Design time_set_ctrl, sky130hd; sources not shown.
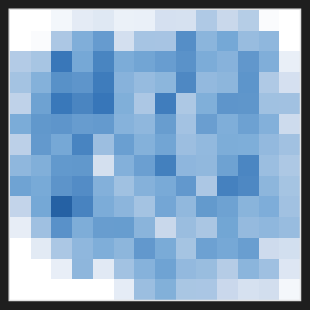
(images/util_map.png)
(2 px per um) 14 x 14 tiles, from white (low) to dark blue (high), 0 to 100% covered.
emptiest ninth of the die: south-west
mean over tiles: 40%
nearly empty tiles: 6.6%
fp util: 37.7%
fin util: 45.0%
Core Region: 0.0195 mm2

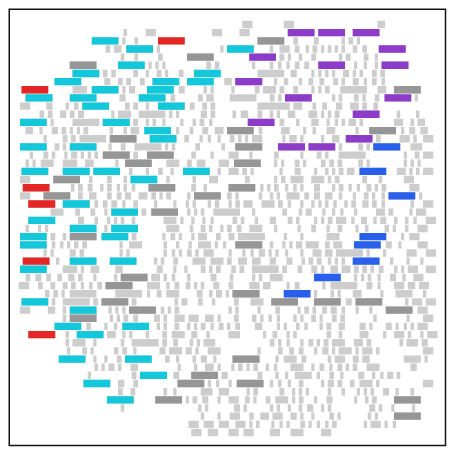
(images/ff_map.png)
(3 px per um) Other sequential cells in the stronger grey, the rest of the logic in the fainter grey.
| colour | name in the netlist | sequential cells |
|---|---|---|
| purple | r_tcnt | 15 |
| cyan | r_deb_cnt | 48 |
| red | r_sync1 | 6 |
| blue | D_H | 8 |
not coloured: 37
sequential fraction of total cell area: 32.6%
sequential cell area: 0.00285 mm2
power in sequential cells: 0.882 mW

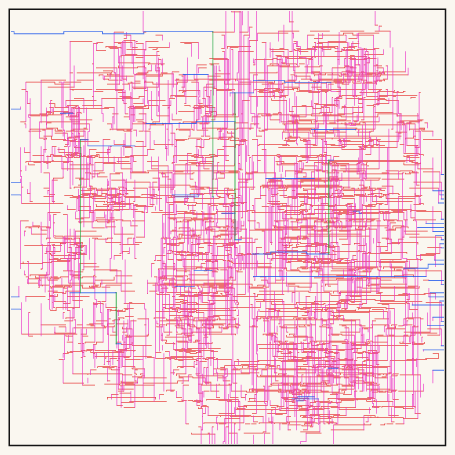
(images/layers.png)
(3 px per um)
| colour | layer | wire length |
|---|---|---|
| blue | M3 | 470 um |
| magenta | M2 | 10100 um |
| green | M4 | 203 um |
| red | M1 | 9440 um |
total routing resource utilization after global routing: 20.0%
Routed WL: 20200 um
detailed-route via count: 6820
routed len/inst: 14.9 um

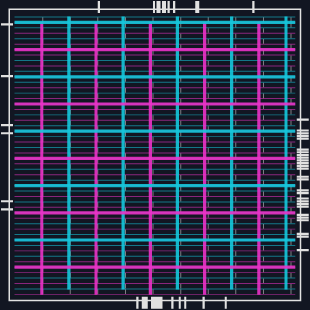
(images/floorplan.png)
(2 px per um) Pins as bars on the die edge. Tap cells in grey.
| colour | net |
|---|---|
| magenta | VSS |
| cyan | VDD |
met4 straps: 10
rows: 51
met5 straps: 10
Die Span X: 145 um
maximum VDD drop: 0.252 mV
die height: 145 um

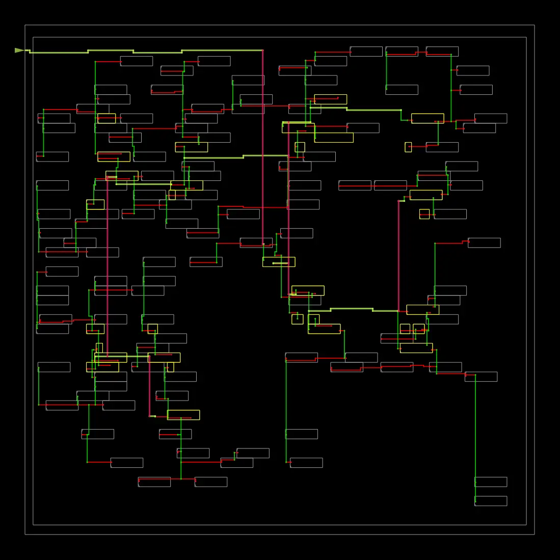
(images/clock_nets.png)
TritonCTS Buffers: 17
Fin Clk Skew: 7.31 ps

==> results.rst <==
Run summary
-----------

.. list-table::
   :header-rows: 1

   * - Metric
     - Value
   * - Outcome
     - finished clean
   * - Number of buffer cells added on primary ports
     - 58
   * - Actual slew at the worst max-slew pin
     - 830 ps
   * - Total number of yosys warnings
     - 0
   * - Classification of the worst setup path
     - in -> reg
   * - Number of top-level pins
     - 59
   * - Nets in the synthesized netlist
     - 1075
   * - Share of the yosys chip area belonging to registers
     - 38.8%
   * - Post-CTS Resized
     - 0
   * - Count of placed standard cells in the final layout, fillers left out
     - 1351
   * - Post-route fraction of the period consumed by the critical path
     - 62.6%
   * - Worst path required time
     - 5700 ps
   * - Number of cells on the worst reg-to-reg path
     - 12
   * - Estimated wirelength of the detail-placed design
     - 15000 um
   * - Cell area after synthesis
     - 0.00735 mm2
   * - Max-slew headroom at the worst pin
     - 44.6%
   * - Cell family contributing the most delay on the critical path
     - simple AND/OR/NAND/NOR gates
   * - Number of antenna violations at the first check in global routing
     - 0
   * - Net total in the final layout
     - 1139
   * - Highest-count logic cell in the final layout
     - nand2_1
   * - Critical Path Max Stage Delay
     - 460 ps
   * - Time the final worst path needs with I/O delays and setup
     - 3380 ps
   * - Area of the die
     - 0.0210 mm2
   * - Avg Vias per Cell
     - 5.05
   * - Setup bufs post-CTS
     - 0
   * - Pin count of the biggest net entering global routing
     - 53
   * - Number of buffers on the longest clock path
     - 2
   * - CTS tree
     - built
   * - Flip-flop count of the largest register after layout
     - 48
   * - Clock Sinks
     - 114
   * - RSZ-0062 raised after global routing
     - false
   * - Synthesis area per yosys
     - 0.00735 mm2
   * - Number of failing hold endpoints at the final stage
     - 0
   * - Async S/R FF share, synth
     - 100%
   * - Antenna diode instance count
     - 0
   * - Setup violation total in the final timing report
     - 0
   * - Last weighted congestion value of the routability-driven placer
     - 0.864
   * - Global route total overflow
     - 0
   * - Worst endpoint data arrival time
     - 3690 ps
   * - Bufs and invs on worst path
     - 3
   * - Timing-limited maximum frequency
     - 296 MHz
   * - Number of buffers added to fix hold violations after cts
     - 0
   * - Commonest cells after routing, fill and taps aside
     - nand2_1, inv_1, dfrtp_1
   * - PD cells
     - 247 mW/mm2
   * - Multi-input combinational cell area
     - 0.00383 mm2
   * - Nature of the critical path endpoint
     - flop
   * - Total power draw
     - 2.16 mW
   * - Synth flops
     - 114
   * - Number of max-slew violations in the final report
     - 0
==> report_power, final <==
group          internal, mW  switching [mW]
clock network         0.669           0.412
logic                0.0715           0.124
registers             0.872         0.00999
==> final cells by class <==
type / count / share of cell area [%]
multi-input cells: 730 / 43.7
inverters: 148 / 6.35
well taps: 265 / 3.79
clock buffers: 20 / 5.33
flip-flops and latches: 114 / 32.6
clock inverters: 12 / 1.22
repair buffers: 62 / 6.95
==> cells in the mapped netlist (all sizes together) (9+ instances only) <==
cell type | count | share of area, %
inv | 146 | 7.5
dfrtp | 114 | 39
xor2 | 17 | 2.0
nand3 | 80 | 5.9
nor3 | 31 | 2.2
buf | 9 | 1.2
nand4 | 12 | 1.1
a31oi | 11 | 0.94
o21ai | 81 | 6.2
nand2 | 259 | 14
a21oi | 55 | 4.1
nor2 | 109 | 6.0
nor4 | 9 | 0.77
ha | 33 | 5.6
==> logic make-up (layout without fill, tap and decap cells) <==
logic type | Yosys count | after routing | share of synthesized area (%)
buf+inv | 165 | 242 | 9.15
fa+ha+maj | 33 | 33 | 5.62
flops | 114 | 114 | 38.8
simple gates | 522 | 522 | 32.1
xor+xnor | 17 | 17 | 2.03
compound gates | 158 | 158 | 12.3
==> metrics by stage <==
step	setup slack, ps	hold slack, ps
floorplan	2250	331
global placement	1640	332
detailed placement	1590	337
CTS	2030	349
global route	1830	360
finish	2010	347
==> layer usage <==
metal | track usage, % | wire length, um | up-vias
li1 | - | - | 3393
met1 | 25.2 | 9440 | 3337
met2 | 35.5 | 10100 | 78
met3 | 2.92 | 469 | 12
met4 | 5.89 | 203 | 0
met5 | 0 | 0 | -
==> worst reg2reg max path: cells and delay by family (launching register included) <==
kind,cells,cell delay [ps]
AND-OR/OR-AND,3,550
AND/OR/NAND/NOR,7,1380
flip-flops,1,440
buffers and inverters,2,520
Power is estimated from default activity; no workload was simulated.
